`config.mk`:
```
export PLATFORM = sky130hd
export DESIGN_NAME = cond_unit
export DESIGN_NICKNAME = d
export VERILOG_FILES = /design/src/rtl/cond_unit.sv
export SDC_FILE = /design/constraint.sdc
export NUM_CORES = 1
export LEC_CHECK = 0
export CELL_PAD_IN_SITES_DETAIL_PLACEMENT = 0
export CELL_PAD_IN_SITES_GLOBAL_PLACEMENT = 1
export CORE_UTILIZATION = 26
export CTS_BUF_LIST = sky130_fd_sc_hd__clkbuf_4
export DETAILED_ROUTE_END_ITERATION = 6
export PLACE_DENSITY = 0.78
export SLEW_MARGIN = 15
export SYNTH_ARGS = -nofsm -noshare
export SYNTH_HDL_FRONTEND = slang
export SYNTH_SLANG_ARGS = --single-unit
```
`constraint.sdc`:
```
create_clock -name clk -period 2.35 [get_ports clk]
set_clock_uncertainty 0.15 [all_clocks]
set_input_delay 0.5875 -clock clk [delete_from_list [all_inputs] [get_ports clk]]
set_output_delay 0.5875 -clock clk [all_outputs]
set_load 0.1 [all_outputs]
```
`src/rtl/cond_unit.sv`:
```
// rtl/cond_unit.sv - NZCV flag register, ARM condition evaluation and gated execute-to-memory control register
// Optional feature macro: COND_SQUASH_CNT_EN (builds the saturating squashed-instruction counter)
module cond_unit #(
    parameter int CNT_W = 16
) (
    input  logic             clk,
    input  logic             reset,
    input  logic             valid_e,
    input  logic [3:0]       cond_e,
    input  logic [1:0]       flag_write_e,
    input  logic [3:0]       alu_flags,
    input  logic             reg_write_e,
    input  logic             mem_write_e,
    input  logic             pc_src_e,
    input  logic             stall,
    input  logic             flush,
    output logic             cond_ex_e,
    output logic [3:0]       flags,
    output logic             valid_m,
    output logic             reg_write_m,
    output logic             mem_write_m,
    output logic             pc_src_m,
    output logic [CNT_W-1:0] squash_count
);

    logic flag_n;
    logic flag_z;
    logic flag_c;
    logic flag_v;
    logic cond_true;
    logic commit;
    logic squash;

    assign flag_n = flags[3];
    assign flag_z = flags[2];
    assign flag_c = flags[1];
    assign flag_v = flags[0];

    // Evaluate the condition field against the registered (architectural) flags
    always_comb begin
        cond_true = 1'b1;
        case (cond_e)
            4'b0000: cond_true = flag_z;
            4'b0001: cond_true = ~flag_z;
            4'b0010: cond_true = flag_c;
            4'b0011: cond_true = ~flag_c;
            4'b0100: cond_true = flag_n;
            4'b0101: cond_true = ~flag_n;
            4'b0110: cond_true = flag_v;
            4'b0111: cond_true = ~flag_v;
            4'b1000: cond_true = flag_c & ~flag_z;
            4'b1001: cond_true = ~flag_c | flag_z;
            4'b1010: cond_true = (flag_n == flag_v);
            4'b1011: cond_true = (flag_n != flag_v);
            4'b1100: cond_true = ~flag_z & (flag_n == flag_v);
            4'b1101: cond_true = flag_z | (flag_n != flag_v);
            default: cond_true = 1'b1;
        endcase
    end

    assign cond_ex_e = valid_e & cond_true;
    assign commit    = cond_ex_e & ~stall & ~flush;
    assign squash    = valid_e & ~cond_true & ~stall & ~flush;

    // Flag register: each half is written only by a committing instruction that selects it
    always_ff @(posedge clk or posedge reset) begin
        if (reset) begin
            flags <= 4'b0000;
        end else if (commit) begin
            if (flag_write_e[1]) flags[3:2] <= alu_flags[3:2];
            if (flag_write_e[0]) flags[1:0] <= alu_flags[1:0];
        end
    end

    // Memory-stage register: flush inserts a bubble, stall holds, otherwise load gated controls
    always_ff @(posedge clk or posedge reset) begin
        if (reset) begin
            valid_m     <= 1'b0;
            reg_write_m <= 1'b0;
            mem_write_m <= 1'b0;
            pc_src_m    <= 1'b0;
        end else if (flush) begin
            valid_m     <= 1'b0;
            reg_write_m <= 1'b0;
            mem_write_m <= 1'b0;
            pc_src_m    <= 1'b0;
        end else if (!stall) begin
            valid_m     <= valid_e;
            reg_write_m <= reg_write_e & cond_ex_e;
            mem_write_m <= mem_write_e & cond_ex_e;
            pc_src_m    <= pc_src_e & cond_ex_e;
        end
    end

`ifdef COND_SQUASH_CNT_EN
    // Saturating count of valid instructions that failed their condition
    always_ff @(posedge clk or posedge reset) begin
        if (reset) begin
            squash_count <= '0;
        end else if (squash && (squash_count != {CNT_W{1'b1}})) begin
            squash_count <= squash_count + {{(CNT_W-1){1'b0}}, 1'b1};
        end
    end
`else
    assign squash_count = '0;

    logic unused_squash;
    assign unused_squash = squash;
`endif

endmodule

```
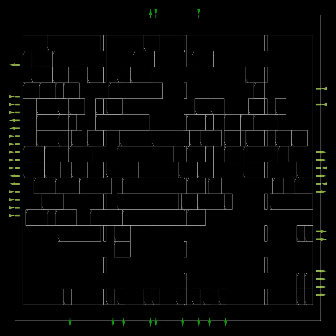
*Placement view, run 1*
flop share of the area: 0.2166
tap cells: 28
Core Region: 0.002297 sq mm
fin util: 0.4276
Fill cells: 229

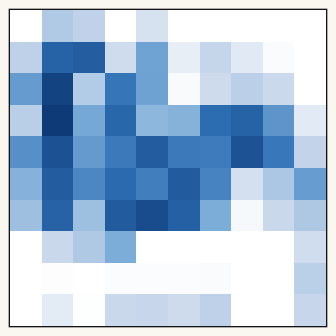
*Local utilization, run 1*
The die is cut into 10 by 10 equal tiles; white is low, dark blue is high, 0 to 100% covered.
tiles over 75% full	17%
densest ninth of the die	middle
nearly empty tiles	26%
emptiest ninth of the die	bottom right
Initial Utilization: 0.2876

==> flow_summary.yaml, run 1 <==
# generated from flow reports
grt:
  antenna_found_initial: 0
  grt_usage: 0.1074
  grt_pass1_wl_mm: 2.125
setup_path:
  rr_endpoint: "flags[3]"
  path_class: "input pin to output port"
  worstPathMaxFanout: 10
  endpoint_kind: "output port"
  start_kind: "input pin"
  required_ps: 1610
  crit_arrival_ps: 1740
  r2r_start: "flags[0]"
  rr_worst_depth: 7
floorplan:
  die_width_microns: 52.41
  std_cell_rows: 17
  pin_count: 43
  die_y_microns: 52.41
power_and_ir_drop:
  power_density_mw_per_mm2: 1092
  ir_drop_mv: 0.8452
  leakage_nw: 0.4690
  power.total_mw: 1.073
synthesis:
  synth.most_common_cell: "buf_4"
  area_leaders: "dfrtp_1 30%, buf_4 18%, mux2_4 9.1%, mux2i_1 4.5%, nand3b_1 4.5%"
  yosysWarnings: 0
  ys_area_sq_um: 660.6
  yosys_cells: 69
  synth-edff-count: 0
  top_cells_by_count: "16 x buf_4, 8 x dfrtp_1, 5 x nand2_1"
  ys_ff: 8
  syn_area_sq_um: 660.6
  yosysTopAreaCellShare: 0.3030
  syn_area_per_cell_sq_um: 9.574
  largest_area_cell: "dfrtp_1"
  flop_cell: "dfrtp_1"
  synthCells: 69
cells_and_area:
  nets: 122
  drive_above_1_share: 0.3689
  area_delta_synth_final_pct: 48.67
  instances_no_fill: 131
  n_antenna_cell: 0
clocking:
  cts.path.max_buffers: 2
  clock_latency_ps: 250
  cts_root_buf: "clkbuf_4"
  clk_pin_slew_worst_paths_ps: 50
  cts_tree: "built"
  h-tree-depth: 1
min_path:
  hp-start: "valid_m"
  min_path_cells: 2
  hold_class: "register to register"
  whs_endpoint: "valid_m"
sta:
  drv_slew: 0
  min_period_ps: 2479
  rsz0062_at_grt: "true"
  finalWorstSetupSlack_ps: -128.6
  finalHoldViolCount: 0
  hold_ws_ps: 378.5
  setup-violations-final: 1
  period_used_share: 1.055
route:
  vias_per_cell: 4.397
  wl_per_cell_microns: 10.44
  post-route-drc-count: 0
  drtIter0Drc: 7
status:
  outcome: "finished with violations"
  violations: "negative setup slack"
placed_design:
  dp_hpwl_mm: 1.119
  gp_congestion: 0.7151
job:
  log.warning_count: 29
  max_cap_violations: 0
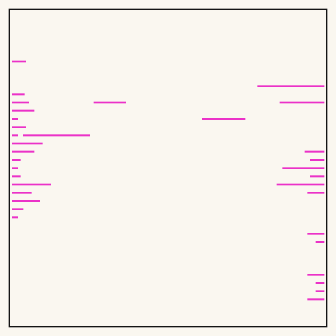
*Signal wires on met3, run 1*
wire length on this layer	116 microns
longest straight run	10.8 microns
nets with wire on the layer	33
main direction	horizontal
share of all routed wire	8.5%
global-route met3 utilization: 0.02029
final WL: 1.367 mm
Vias: 576

run 1: cell usage in the layout (no fill, tap or decap), types with 2 or more instances in the layout:
cell | netlist | layout
nor2b_1 | 2 | 2
clkbuf_4 | 0 | 4
nand3b_1 | 4 | 4
dfrtp_1 | 8 | 4
nor2_1 | 3 | 3
conb_1 | 1 | 16
nand3_1 | 3 | 3
and3_4 | 2 | 2
xnor2_1 | 2 | 2
nand2_1 | 5 | 5
mux2_4 | 4 | 4
mux2i_1 | 3 | 3
buf_12 | 0 | 2
buf_4 | 16 | 14
clkdlybuf4s50_1 | 0 | 13
dfrtp_4 | 0 | 3
buf_2 | 3 | 4
run 1: report_power, final:
group / internal, mW / leakage (nW) / switching (mW) / total (mW)
clock: 0.0764 / 0.0184 / 0.0449 / 0.121
combinational: 0.229 / 0.352 / 0.489 / 0.717
sequential: 0.188 / 0.0989 / 0.0458 / 0.234
run 1: cell families after synthesis:
logic type | Yosys count | share of synthesized area
other | 1 | 0.005676
DFF | 8 | 0.3030
xor gates and xnor gates | 3 | 0.03978
muxes | 7 | 0.1364
AOI/OAI and AO/OA | 7 | 0.08713
buffers and inverters | 20 | 0.2102
and+or+nand+nor | 23 | 0.2178
run 1: metal layers:
layer / vias up / GRT usage / part of all wire
met5: - / 0 / 0
met4: 0 / 0.06579 / 0.0044
met3: 2 / 0.02029 / 0.085
met2: 35 / 0.1688 / 0.45
met1: 262 / 0.1338 / 0.46
li1: 277 / - / -
run 1: flip-flops by register name (all words and copies together) (netlist names):
name / count
pc_src_m: 1
valid_m: 1
flags: 4
reg_write_m: 1
mem_write_m: 1
run 1: final cells by class:
cell class	instances	area, sq um	share of cell area
Clock buffer	4	30.03	0.03057
Tap cell	28	35.03	0.03567
Timing Repair Buffer	34	306.5	0.3121
Inverter	1	3.754	0.003822
Multi-Input combinational cell	56	394.1	0.4013
Sequential cell	8	212.7	0.2166
run 1: through the flow:
step	setup TNS, ps	area (sq um)	setup slack (ps)
3_5_place_dp	-3474	960.9	-579.6
3_3_place_gp	-3254	960.9	-556.6
5_1_grt	-182.2	982.2	-182.2
2_1_floorplan	-453.5	755.7	-109.3
4_1_cts	-145.4	974.7	-145.4
6_report	-128.6	982.2	-128.6
run 1: worst max path at each step:
stage	startpoint	end	slack [ps]	cells past startpoint
after floorplan	cond_e[1]	flags[0]	-110	7
after global placement	cond_e[1]	cond_ex_e	-560	6
after detailed placement	cond_e[3]	cond_ex_e	-580	6
after CTS	flags[0]	cond_ex_e	-150	5
after global routing	flags[0]	cond_ex_e	-180	5
final	cond_e[3]	cond_ex_e	-130	6
run 1: critical path: stages:
cell and delay [ps]:
buf_2 160, and3b_1 200, a22oi_2 140, mux2i_1 110, o31a_4 380, buf_12 170
run 1: timing repair:
action,in CTS,in global routing
gates resized,19,0
pin swaps,3,3
setup buffers,0,1
setup endpoints to repair,5,1
hold buffers,0,0
## Run 2: what changed since run 1
- CORE_UTILIZATION: 26 -> 23
- GPL_TIMING_DRIVEN: default -> 0
- PLACE_DENSITY: 0.78 -> 0.73
- clock period: 2.35 -> 2.22 ns (I/O delays scaled with it)
==> run 2 against run 1 <==
The run still ends with negative setup slack left. Global-route usage fell by 0.89 points. Via count shrank 1.4%. Combinational power up 1%. Largest cell class unchanged. Highest routed layer is now met3.
==> flow_summary.yaml, run 2 <==
# generated from flow reports
synthesis:
  top_cells_by_count: "16 x buf_4, 8 x dfrtp_1, 5 x nand2_1"
  yosysWarnings: 0
  yosysTopAreaCellShare: 0.3030
  area_leaders: "dfrtp_1 30%, buf_4 18%, mux2_4 9.1%, mux2i_1 4.5%, nand3b_1 4.5%"
  yosys_cells: 69
  synth-edff-count: 0
  ys_ff: 8
  synthCells: 69
  syn_area_per_cell_sq_um: 9.574
  flop_cell: "dfrtp_1"
  ys_area_sq_um: 660.6
  synthArstFlopShare: 1.000
  largest_area_cell: "dfrtp_1"
floorplan:
  die_width_microns: 55.60
  std_cell_rows: 19
  pin_count: 43
status:
  outcome: "finished with violations"
  violations: "negative setup slack"
cells_and_area:
  nFillCells: 287
  fin_area_sq_mm: 0.001074
  n_antenna_cell: 0
  lay_top_cells: "17 x buf_4, 16 x conb_1, 13 x clkdlybuf4s50_1"
  largest_register: "flags"
  logic_area_sq_um: 394.1
  area_delta_synth_final_pct: 62.50
  largest_register_ffs: 4
  layout_top_cell: "buf_4"
  drive_above_1_share: 0.3750
sta:
  drv_slew: 0
  finalWorstSetupSlack_ps: -266.2
  hold_ws_ps: 368.5
  rsz0062_at_grt: "true"
  finalHoldViolCount: 0
  min_period_ps: 2486
  period_used_share: 1.120
  setup-violations-final: 6
placed_design:
  placed_cell_area_sq_mm: 0.001027
  gp_congestion: 0.6933
  dp_hpwl_mm: 1.189
job:
  max_cap_violations: 0
  log.warning_count: 29
setup_path:
  critPathBufInv: 1
  r2r_start: "flags[0]"
  start_kind: "register"
  required_ps: 1510
  rr_worst_depth: 7
  rr_endpoint: "flags[3]"
  crit_arrival_ps: 1780
  worstPathMaxFanout: 7
  endpoint_kind: "output port"
  slowest_delay_ps: 510
  path_delay_family: "AND-OR/OR-AND gates"
  critPathSlowestCell: "dfrtp_4"
  crit_path_cell_trace: "nor2b_1 > o211ai_1 > o311ai_1 > o31a_4 > buf_12"
min_path:
  hold_class: "register to register"
  whs_endpoint: "valid_m"
  min_path_cells: 2
  hp-start: "valid_m"
clocking:
  clk_pin_slew_worst_paths_ps: 60
  clock-sinks: 8
  cts_root_buf: "clkbuf_4"
  cts-hold-fix-buffers: 0
  h-tree-depth: 1
power_and_ir_drop:
  power.total_mw: 1.111
route:
  post-route-drc-count: 0
  via_count: 568
  vias_per_cell: 3.972
  totalWireLength_mm: 1.468
grt:
  grt_usage: 0.09857
  antenna_found_initial: 0
  grt_pass1_wl_mm: 2.366
## run 2: cell counts after synthesis
Identical to the previous run, type by type.
## run 2: what timing repair did
| action | in CTS | in global routing |
|---|---|---|
| setup endpoints to repair | 13 | 6 |
| resized | 26 | 0 |
| buffers inserted | 1 | 0 |
| pin swaps | 1 | 0 |
## run 2: worst max path at each step
stage,start,end,depth (start not counted)
after detailed placement,cond_e[2],cond_ex_e,6
final,flags[0],cond_ex_e,5
after global placement,cond_e[2],cond_ex_e,6
after global routing,flags[0],cond_ex_e,5
after CTS,flags[0],cond_ex_e,5
after floorplan,cond_e[1],flags[0],7
## run 2: area by class of cell
type | count | area share
multi-input cells | 56 | 0.3671
repair buffers | 24 | 0.2296
flip-flops and latches | 8 | 0.2005
plain buffers | 19 | 0.1352
well taps | 31 | 0.03613
clock buffers | 4 | 0.02797
inverters | 1 | 0.003497
## run 2: layer usage
layer / vias up / wire (microns) / GRT usage
met2: 25 / 722 / 0.1738
li1: 294 / - / -
met5: - / 0 / 0
met1: 249 / 627 / 0.1085
met4: 0 / 0 / 0.04286
met3: 0 / 117 / 0.03023
## run 2: cells by family (layout without fill, tap and decap cells)
kind of cell / Yosys count / count (layout) / share of synthesized area
other: 1 / 16 / 0.005676
muxes: 7 / 7 / 0.1364
buffers and inverters: 20 / 48 / 0.2102
and+or+nand+nor: 23 / 23 / 0.2178
DFF: 8 / 8 / 0.3030
AOI/OAI and AO/OA: 7 / 7 / 0.08713
xor gates and xnor gates: 3 / 3 / 0.03978
## run 2: where the power goes
group          internal [mW]  switching (mW)
logic                  0.217           0.507
clock network         0.0808          0.0466
registers              0.203          0.0565
## run 2: metrics by stage
stage            util  worst slack (ps)  setup TNS (ps)  instances
3_5_place_dp   0.3757             -1476           -3689        138
5_1_grt        0.3927            -330.4          -665.0        143
4_1_cts        0.3927            -283.4          -398.5        143
3_3_place_gp   0.3757             -1460           -3515        138
6_report       0.3927            -266.2          -350.4        143
2_1_floorplan       -            -207.0          -916.0         84
## run 2: worst reg2reg max path: stages (launching register included)
cell      delay [ps]
dfrtp_4          510
nor2b_1          140
o211ai_1         150
o311ai_1         150
o31a_4           400
buf_4            160
and3_4           160
mux2_4           290
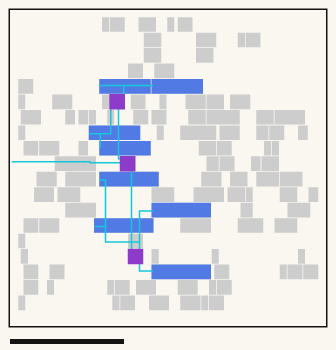
*Clock network drawn from the DEF, run 2*
Bar = 20 microns.
[blue] flip-flops | count: 8
[cyan] clock wires | length: 106 microns
[purple] cells driving clock nets | count: 3
routed clock nets	4
Worst-Skew Late Latency: 250 ps
power share of the clock group: 0.115
clock-net power: 127 uW

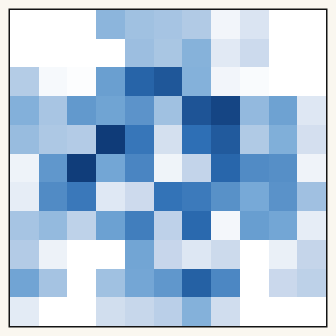
*Local utilization, run 2*
The die is cut into 11 by 11 equal tiles; white is low, dark blue is high, 0 to 100% covered.
mean over tiles	34%
densest ninth of the die	middle
fullest tile	95%
tiles over 75% full	8.3%
fin util: 0.3927
Core Region: 0.002734 sq mm
Initial Utilization: 0.2416

Power and IR drop assume default switching activity.
